$ cat src/rtl/shift_reg.sv
// ---------------------------------------------------------------------------
// shift_reg
//
// Parallel-load, right-shift register. While en is low the register follows
// the parallel load value on every clock. While en is high it shifts right by
// one position per clock, with the vacated MSB filled according to FILL_MODE.
//
// Parameters:
//   WIDTH     register width in bits (must be >= 2)
//   FILL_MODE fill for the vacated MSB on a shift:
//               0 = logical    (fill 0)
//               1 = arithmetic (replicate old MSB)
//               2 = rotate     (old LSB enters MSB)
//
// Ports:
//   clk   in   1      rising-edge clock
//   rst   in   1      asynchronous, active-low reset
//   en    in   1      1 = shift right, 0 = parallel load
//   load  in   WIDTH  parallel load value
//   shr   out  WIDTH  current register contents
//   sout  out  1      bit shifted out on the most recent shift (registered)
//   zero  out  1      combinational, 1 when shr == 0
// ---------------------------------------------------------------------------
module shift_reg #(
    parameter int WIDTH     = 4,
    parameter int FILL_MODE = 0
) (
    input  logic             clk,
    input  logic             rst,
    input  logic             en,
    input  logic [WIDTH-1:0] load,
    output logic [WIDTH-1:0] shr,
    output logic             sout,
    output logic             zero
);

    // Bit that enters the MSB position on a shift. An out-of-range FILL_MODE
    // falls back to logical fill so the register never picks up an X.
    function automatic logic fill_bit(input logic [WIDTH-1:0] cur);
        case (FILL_MODE)
            1:       fill_bit = cur[WIDTH-1];
            2:       fill_bit = cur[0];
            default: fill_bit = 1'b0;
        endcase
    endfunction

    // Reset clears immediately; after release the first rising edge with rst
    // high performs the first load or shift. sout only changes on a shift so
    // it keeps reporting the last bit shifted out across parallel loads.
    always_ff @(posedge clk or negedge rst) begin
        if (!rst) begin
            shr  <= '0;
            sout <= 1'b0;
        end else if (en) begin
            shr  <= {fill_bit(shr), shr[WIDTH-1:1]};
            sout <= shr[0];
        end else begin
            shr  <= load;
        end
    end

    assign zero = (shr == '0);

endmodule

$ cat config.mk
export PLATFORM = sky130hd
export DESIGN_NAME = shift_reg
export DESIGN_NICKNAME = d
export VERILOG_FILES = /design/src/rtl/shift_reg.sv
export SDC_FILE = /design/constraint.sdc
export NUM_CORES = 1
export LEC_CHECK = 0
export ABC_AREA = 1
export CAP_MARGIN = 20
export CELL_PAD_IN_SITES_DETAIL_PLACEMENT = 0
export CELL_PAD_IN_SITES_GLOBAL_PLACEMENT = 1
export CORE_AREA = 2 2 39 41
export CTS_BUF_LIST = sky130_fd_sc_hd__clkbuf_2 sky130_fd_sc_hd__clkbuf_4 sky130_fd_sc_hd__clkbuf_8
export DETAILED_ROUTE_END_ITERATION = 10
export DIE_AREA = 0 0 41 43
export GPL_TIMING_DRIVEN = 0
export PLACE_DENSITY_LB_ADDON = 0.1
export SLEW_MARGIN = 10
export SYNTH_ARGS = -nofsm -noshare
export SYNTH_HDL_FRONTEND = slang
export SYNTH_SLANG_ARGS = --single-unit
$ cat constraint.sdc
create_clock -name clk -period 1.15 [get_ports clk]
set_input_delay 0.345 -clock clk [delete_from_list [all_inputs] [get_ports clk]]
set_output_delay 0.345 -clock clk [all_outputs]
set_load 0.05 [all_outputs]
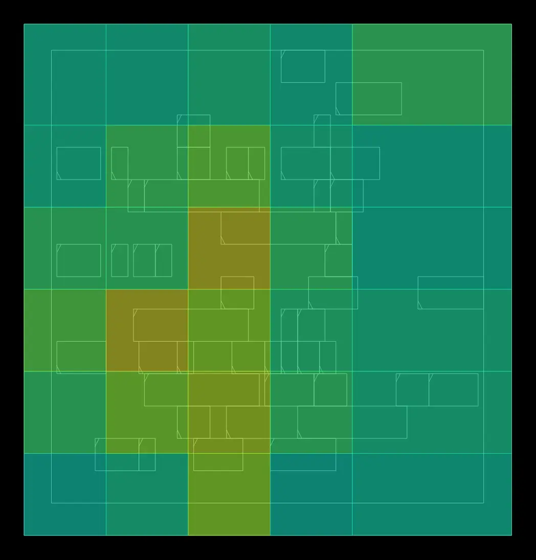
**Above:** run 1 (routing congestion map).
met2 Usage GRT: 9.06%
gr usage total: 7.56%
average routed wire per standard cell: 6.92 um

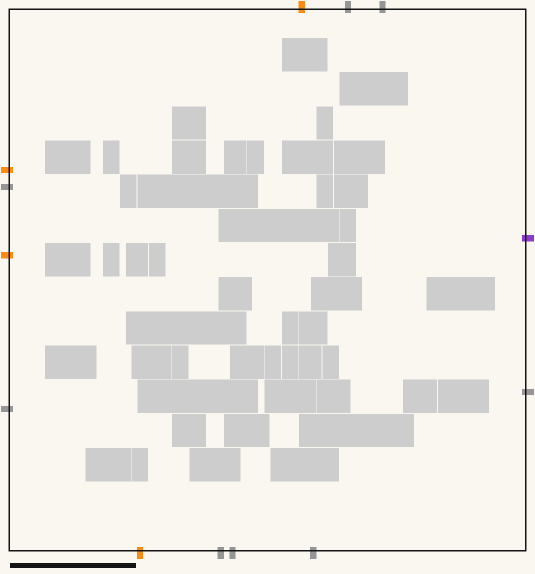
**Above:** run 1 (pin placement).
The bar under the picture is 10 um long. Pins as bars across the die edge, other pins in grey.
Key: `load` = orange [pins 4, direction input, edge 2 left, 1 bottom, 1 top]; `zero` = purple [pins 1, direction output, edge right]
All pins by edge: 4 left, 4 bottom, 3 top, 2 right.

==> CHANGELOG.md, run 1 <==
## Flow update

- Fin. Hold Viols: 0
- Initial antenna violation count: 0
- WS Path Type: reg -> out
- Std-Cell Rows: 14
- Die H: ~43 um
- Largest net degree at the start of global routing: 10
- Final nets: approximately 56
- CTS Buf Count: 3
- DR vias/cell: approximately 3.3
- HP Class: in -> reg
- Final Max Slew Viols: 0
- Number of global-route vias before repair: approximately 210
- Die Footprint: 0.00176 mm^2
- Antenna Nets Post-Route: 0
- Setup TNS Final: -0.632 ns
- GR peak layer: met4
- Unique cell types: 7
- Worst setup SP type: flip-flop
- Fill count: approximately 160
- Crit. End Element: primary output
- Registers, synthesis: 5
- Hold slack: between 0.2 and 0.3 ns
- PwrDens: ~1300 mW/mm^2
- Tool warnings: 29
- Area leader, netlist: dfrtp_1
- Tcrit/Tclk final: 118%
- CTS tree: built
- FMAX: 0.735 GHz
- Worst path arrival time: just over 1 ns
- Mean Syn Cell Area: 8.30 um^2
- Most numerous logic cell after layout: buf_6
- N_diodes: 0
- Leakage: ~0.00024 uW
- Placed insts: about 54
- Post-Place Setup Slack: -0.595 ns
- Met1 Track Usage GR: 7.17%
- GPL Wtd Cong: about 0.63
- Drt pass-1 iters: 2
- Hold buffers post-CTS: 0
- Ranking of synthesized cells by area: dfrtp_1, inv_1, nand2_1
- Synth Net Count: 34
- Via count: about 210
- Yosys stat area: between 200 and 250 um^2
- CTS sink count: 5
- Grt met3 use: about 4.7%
- Core footprint: approximately 0.0014 mm^2
- Routed Wire Length: around 440 um
- Max_slew headroom: 85.2%
- Pwr Total: between 600 and 700 uW
- GRT overflow: 0
- Fin cells: about 64
- Final setup violation count: 5
- Failing checks: setup timing
- Placement Cell Area: around 370 um^2
- Worst-margin pin slew: between 0.2 and 0.25 ns
- Fraction of layout instances using a drive strength above 1: 60.4%
- Status: finished, violations left
- H-tree Lvls: 1
- Root buf cell: clkbuf_4
- # DRC: 0
- Post-Syn Area: around 220 um^2
- Global-route wire length before repair: between 700 and 800 um
- Synthesized netlist cell count: 27
- Final instance area: between 400 and 500 um^2
- Wire length on met2: roughly 220 um
- Met1 wire length: around 190 um
- PortBufs: 11
- Die X: around 41 um
- Crit path required time: 0.81 ns
- Area Overhead vs Synth: 111%
- VDD IR-drop max: 541 uV
- IO Pins: 13
- Initial detailed-routing violation count: 2
- Top sig layer: met4
- Ys cells: 27
- Final Worst Setup Slack: -0.211 ns
- Setup Skew: 0.00167 ns
- Top Layout Cells: buf_6, inv_1, clkdlybuf4s50_1
- Final Critical Period: approximately 1.4 ns
- Max-cap violations: 0
- CP Max Fanout: 2
- Met3 routed WL: approximately 27 um
- Clk slew on worst S/H paths: about 0.040 ns
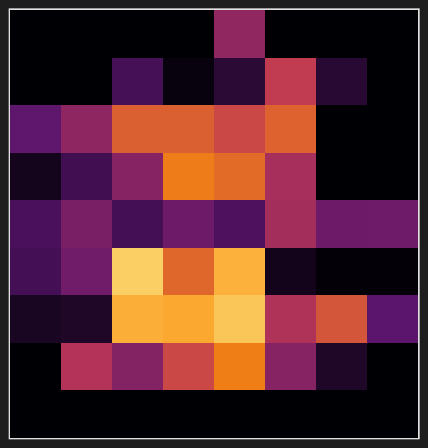
**Above:** run 1 (cell area per tile).
8 x 9 tiles, from black (low) to pale yellow (high), 0 to 100% covered.
6.9% of the tiles are over 75% full. The densest ninth of the die: centre. The fullest tile reaches 90%. 36% of the tiles are nearly empty.
initial core utilization: 16.2%
final core utilization: 34.2%

[run 1: report_power, final]
group	internal, uW	total [uW]	switching (uW)
clock network	154	222	68.0
registers	193	204	11.1
logic	97.5	203	106
[run 1: sequential cells by signal, summed over array words and instances (netlist names)]
name,cells
shr,4
sout,1
[run 1: synthesized netlist by cell type]
| library cell | count |
|---|---|
| nor2_1 | 2 |
| o21ai_1 | 3 |
| inv_1 | 9 |
| buf_6 | 1 |
| nand2_1 | 6 |
| o21ai_2 | 1 |
| dfrtp_1 | 5 |
[run 1: cell type report]
type	count	area (um^2)	area share [%]
flip-flops and latches	5	130	27.5
inverters	9	33.8	7.14
repair buffers	17	181	38.4
well taps	16	20.0	4.23
multi-input cells	12	66.3	14.0
clock buffers	4	30.0	6.35
plain buffers	1	11.3	2.38
[run 1: cells by family (layout without fill, tap and decap cells)]
kind of cell / Yosys count / in the layout / share of synthesized area [%]
simple gates: 8 / 8 / 13.4
flops: 5 / 5 / 55.9
buf+inv: 10 / 31 / 20.1
compound gates: 4 / 4 / 10.6
[run 1: worst paths after layout]
| check | depth (start not counted) | to | startpoint | slack, ns |
|---|---|---|---|---|
| max in group asynchronous | 1 | shr[3] | rst | 0.62 |
| max reg2reg | 4 | shr[1] | shr[2] | 0.29 |
| min reg2reg | 2 | shr[0] | shr[1] | 0.51 |
| min in group asynchronous | 1 | sout | rst | 0.32 |
| min | 2 | shr[3] | en | 0.29 |
| max | 3 | shr[0] | shr[0] | -0.21 |
[run 1: critical path: stages, from the launching register on]
cell and delay [ns]:
dfrtp_2 0.40, buf_4 0.13, buf_6 0.11, buf_8 0.14
[run 1: what timing repair did]
item,4_1_cts,5_1_grt
buffers inserted,3,3
setup endpoints to repair,6,6
gates cloned,0,0
endpoints found under the hold margin,0,0
gates resized,44,7
pin swaps,1,1
**Run 1: signal wires by layer**

The bar under the picture is 10 um long. Only two layers are drawn.
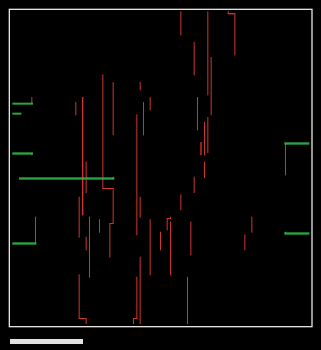

==> inputs of run 2 (changes only) <==
==> constraint.sdc (replaced) <==
create_clock -name clk -period 1.15 [get_ports clk]
set_input_delay 0.1725 -clock clk [delete_from_list [all_inputs] [get_ports clk]]
set_output_delay 0.1725 -clock clk [all_outputs]
set_load 0.05 [all_outputs]
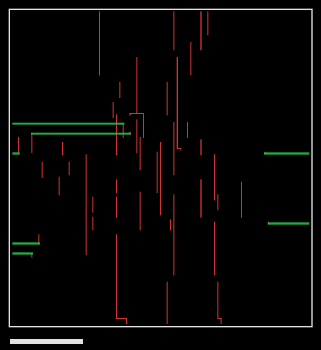
**Above:** run 2 (signal wires by layer).
The bar under the picture is 10 um long. Only two layers are drawn.
Key: metal 3 = green [wire length 46.2 um]; metal 2 = red [wire length 208 um]
via count: 206
Routed Wire Length: 432 um
average routed wire per standard cell: 7.20 um

==> run 2 against run 1 <==
The run still ends with setup timing left; first-iteration DRC count fell by 100%; hold slack worse by 0.17 ns; non-clock buffer count shrank 4.
==> CHANGELOG.md, run 2 <==
## Flow update

- Status: finished, violations left
- Failing checks: setup timing
- GPL Wtd Cong: 0.649 (+3.7%)
- Synth Net Count: 34 (unchanged)
- Met1 Track Usage GR: 6.58% (-0.59 points)
- Clock share of power: 38.6% (+3.3 points)
- Worst skew pair latency: roughly 0.24 ns
- CP Max Fanout: 3 (+1)
- Post-synth EDFFs: 0 (unchanged)
- PortBufs: 11 (unchanged)
- # DRC: 0 (unchanged)
- Most numerous logic cell after layout: inv_1
- Fill count: 157 (+0.64%)
- Register area: 130 um^2 (unchanged)
- Die X: 41 um (unchanged)
- Leading cell kind: flip-flops and latches
- Largest net degree at the start of global routing: 10 (unchanged)
- Post-DP HPWL: 348 um
- CTS Buf Count: 3 (unchanged)
- Worst setup SP type: flip-flop
- Std-Cell Rows: 14 (unchanged)
- H-tree Lvls: 1 (unchanged)
- Root buf cell: clkbuf_4
- Multi-input gates: 12 (unchanged)
- Synthesized netlist cell count: 27 (unchanged)
- Yosys stat area: 224 um^2 (unchanged)
- PwrDens: 1460 mW/mm^2 (+9.7%)
- Met2 Usage GRT: 8.13% (-0.94 points)
- Invs w/o clock: 9 (unchanged)
- Tcrit/Tclk final: 102% (-16 points)
- Top_reg_cell synth: dfrtp_1
- Worst path arrival time: 1.01 ns (about the same)
- Initial antenna violation count: 0 (unchanged)
- Clk slew on worst S/H paths: 0.04 ns (about the same)
- Worst-margin pin slew: 0.249 ns (+0.0275 ns)
- GR peak layer: met2
- Comb area: 66.3 um^2 (unchanged)
- Top cell area share: between 50% and 60%
- Hold buffers post-CTS: 0 (unchanged)
- Fin. Hold Viols: 0 (unchanged)
- Final Max Slew Viols: 0 (unchanged)
- Psw: 176 uW (-4.7%)
- Ranking of synthesized cells by area: dfrtp_1, inv_1, nand2_1
- Final instance area: 397 um^2 (-16%)
- Layout clock area frac: 7.57% (+1.2 points)
- Area leader, netlist: dfrtp_1
- Register share of the cell area: 32.8% (+5.3 points)
- Seq/Total Area, Yosys: 55.9%
- Initial core utilization: 16.2% (unchanged)
- Drt pass-1 iters: 1 (-1)
- Combinational share of power: 26.6% (-5.7 points)
- CTS sink count: 5 (unchanged)
- CTS tree: built
- FMAX: 0.849 GHz (+16%)
- Max_slew headroom: 83.5% (-1.7 points)
- WS Path Type: reg -> out
- Fraction of layout instances using a drive strength above 1: 52.3% (-8.1 points)
- Final Worst Setup Slack: -0.0276 ns (+0.183 ns)
- Top Layout Cells: inv_1, clkdlybuf4s50_1, buf_2
- Crit path required time: 0.98 ns (+0.17 ns)
- Area Overhead vs Synth: 77.1%
- Non-clock buffer count in the final layout: 14 (-4)
- Tool warnings: 28 (-3.4%)
- HP Class: in -> reg
- GRT overflow: 0 (unchanged)
- Clock buffer depth: 2
- Ys cells: 27 (unchanged)
- Final Critical Period: 1.18 ns (-0.183 ns)
- Largest register FFs: 4 (unchanged)
- Final setup violation count: 1 (-4)
- Placement Cell Area: 367 um^2 (-0.68%)
- Post-Syn Area: 224 um^2 (unchanged)
- DR vias/cell: 3.43 (+4.1%)
- Biggest regs: shr (4), sout (1)
- IO Pins: 13 (unchanged)
- Yosys warns: 0
- Leakage: 0.000205 uW (-13%)
- Mean Syn Cell Area: 8.30 um^2 (unchanged)
- VDD IR-drop max: 791 uV (+46%)
- Gr usage total: 6.17% (-1.4 points)
- Clkbuf count: 4 (unchanged)
- Reg power frac: 34.9% (+2.5 points)
- Die H: 43 um (unchanged)
- Crit. End Element: primary output
- Core footprint: 0.00138 mm^2 (unchanged)
- Unrepaired setup endpoints after global routing: true
- N_diodes: 0 (unchanged)
- Num tapcells: 16 (unchanged)
- Internal power: 403 uW (-9.4%)
- Buffering overhead: 29.3% (-11 points)
- Initial detailed-routing violation count: 0 (-2)
- Switching share of total power: 30.4% (+1.1 points)
- Async SR Flop Fraction: 100% (unchanged)
- Registers, synthesis: 5 (unchanged)
- Most frequent cells after synthesis: inv_1, nand2_1, dfrtp_1, o21ai_1, nor2_1
- Unique cell types: 7 (unchanged)
- Die Footprint: 0.00176 mm^2 (unchanged)
- Setup TNS Final: -0.0276 ns (+0.605 ns)
- Logic share of the area: 16.7% (+2.7 points)
- Grt met3 use: 7.85% (+3.1 points)
- Global-route wire length before repair: 676 um (-12%)
- Setup Skew: 0.00470 ns (+0.00303 ns)
- Final nets: 52 (-7.1%)
- Largest Register: shr
- Antenna Nets Post-Route: 0 (unchanged)
- Flops: 5 (unchanged)
- Number of global-route vias before repair: 173 (-17%)
- Max-cap violations: 0 (unchanged)
- Dominant cell by count in the synthesized netlist: inv_1
==> run 2: cell counts after synthesis <==
Identical to the previous run, type by type.
==> run 2: repair_timing <==
item	in CTS	in global routing
gates resized	34	3
endpoints found under the setup margin	6	2
pin swaps	0	0
buffers inserted	0	2
==> run 2: worst max-delay path, cell delays in order, from the launching register on <==
cell and delay [ns]:
dfrtp_2 0.41, inv_2 0.05, nand2_2 0.05, nor2_4 0.11, buf_8 0.15
==> run 2: stage by stage <==
stage                     setup slack [ns]  hold WS (ns)  power (uW)  std cells  utilization (%)
after floorplan                     0.0287        -0.123         300         27                -
after global placement              -0.439         0.370         360         54             26.5
after detailed placement            -0.444         0.371         360         54             26.5
after CTS                          -0.0496         0.118         587         58             27.8
after global routing               -0.0672         0.134         618         60             28.7
final                              -0.0276         0.121         579         60             28.7
==> run 2: kinds of logic after synthesis <==
logic type | share of synthesized area (%)
buffers and inverters | 20.1
flip-flops | 55.9
AND-OR/OR-AND | 10.6
AND/OR/NAND/NOR | 13.4
==> run 2: power groups by stage <==
stage	Combinational, uW	Clock (uW)	Sequential [uW]
2_1_floorplan	44.8	0	255
3_3_place_gp	155	0	205
3_5_place_dp	154	0	206
4_1_cts	148	235	204
5_1_grt	166	248	204
6_report	154	223	202
==> run 2: final timing paths <==
path	end	startpoint	slack (ns)	depth (start not counted)
worst max-delay path	zero	shr[2]	-0.03	4
worst max register to register	shr[0]	shr[1]	0.40	3
worst min-delay path	shr[3]	en	0.12	2
min in group asynchronous	sout	rst	0.15	1
max in group asynchronous	shr[3]	rst	0.80	1
worst min register to register	sout	shr[0]	0.50	2
==> run 2: layer usage <==
metal  share of wire [%]  up-vias  wire, um
met2                  48        8       207
met1                  41       89       178
li1                    -      109         -
met3                  11        0        46
met4                   0        0         0
met5                   0        -         0
**Run 2: cell area per tile**

8 x 9 tiles, from black (low) to pale yellow (high), 0 to 100% covered.
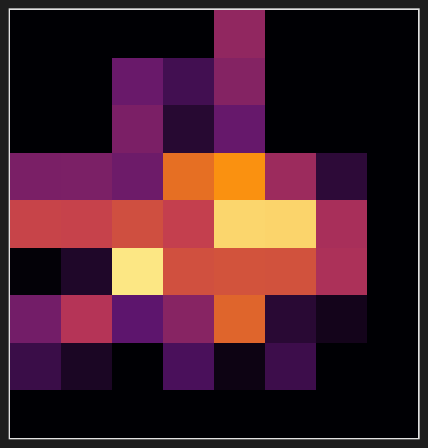

==> inputs of run 3 (changes only) <==
TNS_END_PERCENT = 1   (was not set)
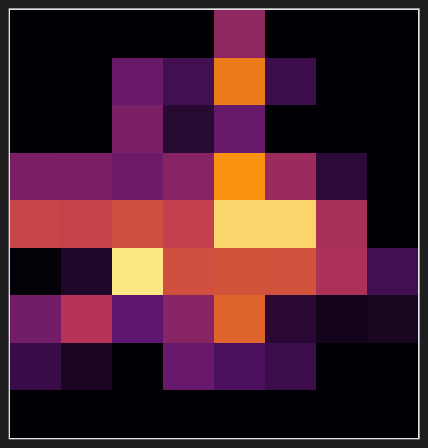
**Above:** run 3 (cell area per tile).
8 x 9 tiles, from black (low) to pale yellow (high), 0 to 100% covered.
The densest ninth of the die: centre. The emptiest ninth of the die: upper right. The fullest tile reaches 95%. 5.6% of the tiles are over 75% full. The mean over all tiles is 22%. 42% of the tiles are nearly empty.

==> run 3 against run 2 <==
The flow still finishes with violations (setup timing); combinational power barely moved; clock skew barely moved; die area did not move; sequential share of layout area fell by 1.4 points; total power rose by 0.80%; first-iteration DRC count did not move; synthesized cell count did not move; sequential cell count did not move; cell count fell by 1.7%; wire length fell by 2.3%; area after synthesis did not move; highest routed layer unchanged.
==> CHANGELOG.md, run 3 <==
## Flow update

- # DRC: 0 (unchanged)
- CTS Buf Count: 3 (unchanged)
- Worst path arrival time: 1.01 ns (about the same)
- Max incr delay on CP: 0.41 ns (about the same)
- Combinational share of power: 27.0% (+0.4 points)
- WS Path Type: reg -> out
- Global-route wire length before repair: 676 um (unchanged)
- Top Layout Cells: inv_1, clkdlybuf4s50_1
- GPL Wtd Cong: 0.649 (unchanged)
- Reg2Reg Setup Slack: 0.40 ns (about the same)
- FMAX: 0.845 GHz (-0.54%)
- Clk slew on worst S/H paths: 0.04 ns (about the same)
- Tcrit/Tclk final: 103% (+0.56 points)
- Leakage: 0.000200 uW (-2.6%)
- Fin cells: 59 (-1.7%)
- Unrepaired setup endpoints after global routing: true
- CP Max Fanout: 3 (unchanged)
- DR vias/cell: 3.44 (+0.21%)
- CTS tree: built
- Worst-path cell chain: inv_2 -> nand2_2 -> nor2_4 -> buf_8
- Final setup violation count: 3 (+2)
- Via count: 203 (-1.5%)
- Hold buffers post-CTS: 0 (unchanged)
- IO Pins: 13 (unchanged)
- Area leader, netlist: dfrtp_1
- Reg power frac: 34.8% (about the same)
- Initial antenna violation count: 0 (unchanged)
- Average routed wire per standard cell: 7.15 um (-0.66%)
- Yosys stat area: 224 um^2 (unchanged)
- Largest net degree at the start of global routing: 10 (unchanged)
- Yosys warns: 0 (unchanged)
- Switching share of total power: 30.2% (-0.28 points)
- Die X: 41 um (unchanged)
- Most numerous logic cell after layout: inv_1
- N_diodes: 0 (unchanged)
- Dominant cell by count in the synthesized netlist: inv_1
- HP Class: in -> reg
- Largest Register: shr
- Final Critical Period: 1.18 ns (+0.00639 ns)
- Top_reg_cell synth: dfrtp_1
- Die Footprint: 0.00176 mm^2 (unchanged)
- Root buf cell: clkbuf_4
- Fin. Hold Viols: 0 (unchanged)
- Mean Syn Cell Area: 8.30 um^2 (unchanged)
- Tool warnings: 28 (unchanged)
- Post-Syn Area: 224 um^2 (unchanged)
- Biggest regs: shr (4), sout (1)
- Critical Path Slowest Stage Cell: dfrtp_2
- Max-cap violations: 0 (unchanged)
- Ys cells: 27 (unchanged)
- Final Max Slew Viols: 0 (unchanged)
- Worst skew pair latency: 0.24 ns (about the same)
- Setup Skew: 0.00469 ns (-0.0000165 ns)
- Synth Net Count: 34 (unchanged)
- Placed insts: 54 (unchanged)
- CTS sink count: 5 (unchanged)
- Std-Cell Rows: 14 (unchanged)
- Post-synth EDFFs: 0 (unchanged)
- Largest register FFs: 4 (unchanged)
- Unique cell types: 7 (unchanged)
- Final Worst Setup Slack: -0.0340 ns (-0.00639 ns)
- Number of global-route vias before repair: 169 (-2.3%)
- VDD IR-drop max: 794 uV (+0.37%)
- Worst-margin pin slew: 0.277 ns (+0.0280 ns)
- Core footprint: 0.00138 mm^2 (unchanged)
- GRT overflow: 0 (unchanged)
- Top cell area share: 55.9% (unchanged)
- Psw: 176 uW (-0.13%)
- Gr usage total: 6.17% (unchanged)
- Final nets: 51 (-1.9%)
- Area Overhead vs Synth: 84.9%
- Final instance area: 414 um^2 (+4.4%)
- Final core utilization: 29.9% (+1.3 points)
- Routed Wire Length: 422 um (-2.3%)
- Async SR Flop Fraction: 100% (unchanged)
- Worst setup SP type: flip-flop
- Registers, synthesis: 5 (unchanged)
- Crit. End Element: primary output
- Post-Place Setup Slack: -0.444 ns (unchanged)
- Placement Cell Area: 367 um^2 (unchanged)
- Failing checks: setup timing
- Synthesized netlist cell count: 27 (unchanged)
- Internal power: 408 uW (+1.2%)
- Setup TNS Final: -0.0502 ns (-0.0226 ns)
- Seq/Total Area, Yosys: 55.9% (unchanged)
- Clock buffer depth: 2 (unchanged)
- Post-DP HPWL: 348 um (unchanged)
- Most frequent cells after synthesis: inv_1, nand2_1, dfrtp_1, o21ai_1, nor2_1
- Pwr Total: 584 uW (+0.80%)
- PwrDens: 1410 mW/mm^2 (-3.5%)
- PortBufs: 11 (unchanged)
- Initial core utilization: 16.2% (unchanged)
- Hold slack: 0.121 ns (-0.0000530 ns)
- Drt pass-1 iters: 1 (unchanged)
- H-tree Lvls: 1 (unchanged)
- Clock share of power: 38.3% (-0.3 points)
- Die H: 43 um (unchanged)
- Ranking of synthesized cells by area: dfrtp_1, inv_1, nand2_1
- Crit path required time: 0.98 ns (about the same)
- Max_slew headroom: 81.6% (-1.9 points)
- Status: finished, violations left
- Initial detailed-routing violation count: 0 (unchanged)
- Fraction of layout instances using a drive strength above 1: 51.2% (-1.1 points)
- Antenna Nets Post-Route: 0 (unchanged)
-- run 3: cell counts after synthesis --
Identical to the previous run, type by type.
-- run 3: cells by family after synthesis --
group           count (synthesis)  share of synthesized area (%)
flops                           5                           55.9
compound gates                  4                           10.6
simple gates                    8                           13.4
buf+inv                        10                           20.1
-- run 3: critical path: cells and delay by family, from the launching register on --
kind                   cells  cell delay (ns)
flip-flops                 1             0.41
buffers and inverters      2             0.20
AND/OR/NAND/NOR            2             0.17
-- run 3: per-layer routing --
layer	wire (um)	vias to the layer above	global-route usage, %
met3	43	0	7.85
met5	0	-	0
met1	171	88	6.25
met4	0	0	0
met2	207	8	8.44
li1	-	107	-
-- run 3: worst paths after layout --
| check | start | to | depth (start not counted) |
|---|---|---|---|
| max in group asynchronous | rst | shr[3] | 1 |
| worst min register to register | shr[0] | sout | 2 |
| worst max-delay path | shr[3] | zero | 4 |
| worst min-delay path | en | shr[3] | 2 |
| min in group asynchronous | rst | sout | 1 |
| worst max register to register | shr[1] | shr[0] | 3 |
-- run 3: area by class of cell --
cell class | count | area [um^2]
Buffer | 1 | 11.3
Clock buffer | 4 | 30.0
Fill cell | 154 | 970
Inverter | 9 | 33.8
Multi-Input combinational cell | 12 | 66.3
Sequential cell | 5 | 130
Tap cell | 16 | 20.0
Timing Repair Buffer | 12 | 123
-- run 3: power groups by stage --
| stage | clock, uW | sequential (uW) | combinational [uW] |
|---|---|---|---|
| finish | 223 | 203 | 157 |
| global route | 248 | 205 | 169 |
| detailed placement | 0 | 206 | 154 |
| global placement | 0 | 205 | 155 |
| CTS | 235 | 204 | 153 |
| floorplan | 0 | 255 | 44.8 |
-- run 3: timing repair --
item | in CTS | in global routing
gates cloned | 0 | 0
endpoints found under the setup margin | 6 | 6
setup buffers | 0 | 1
gates resized | 23 | 6
No activity file was given, so power comes from the tool's default toggle rates.
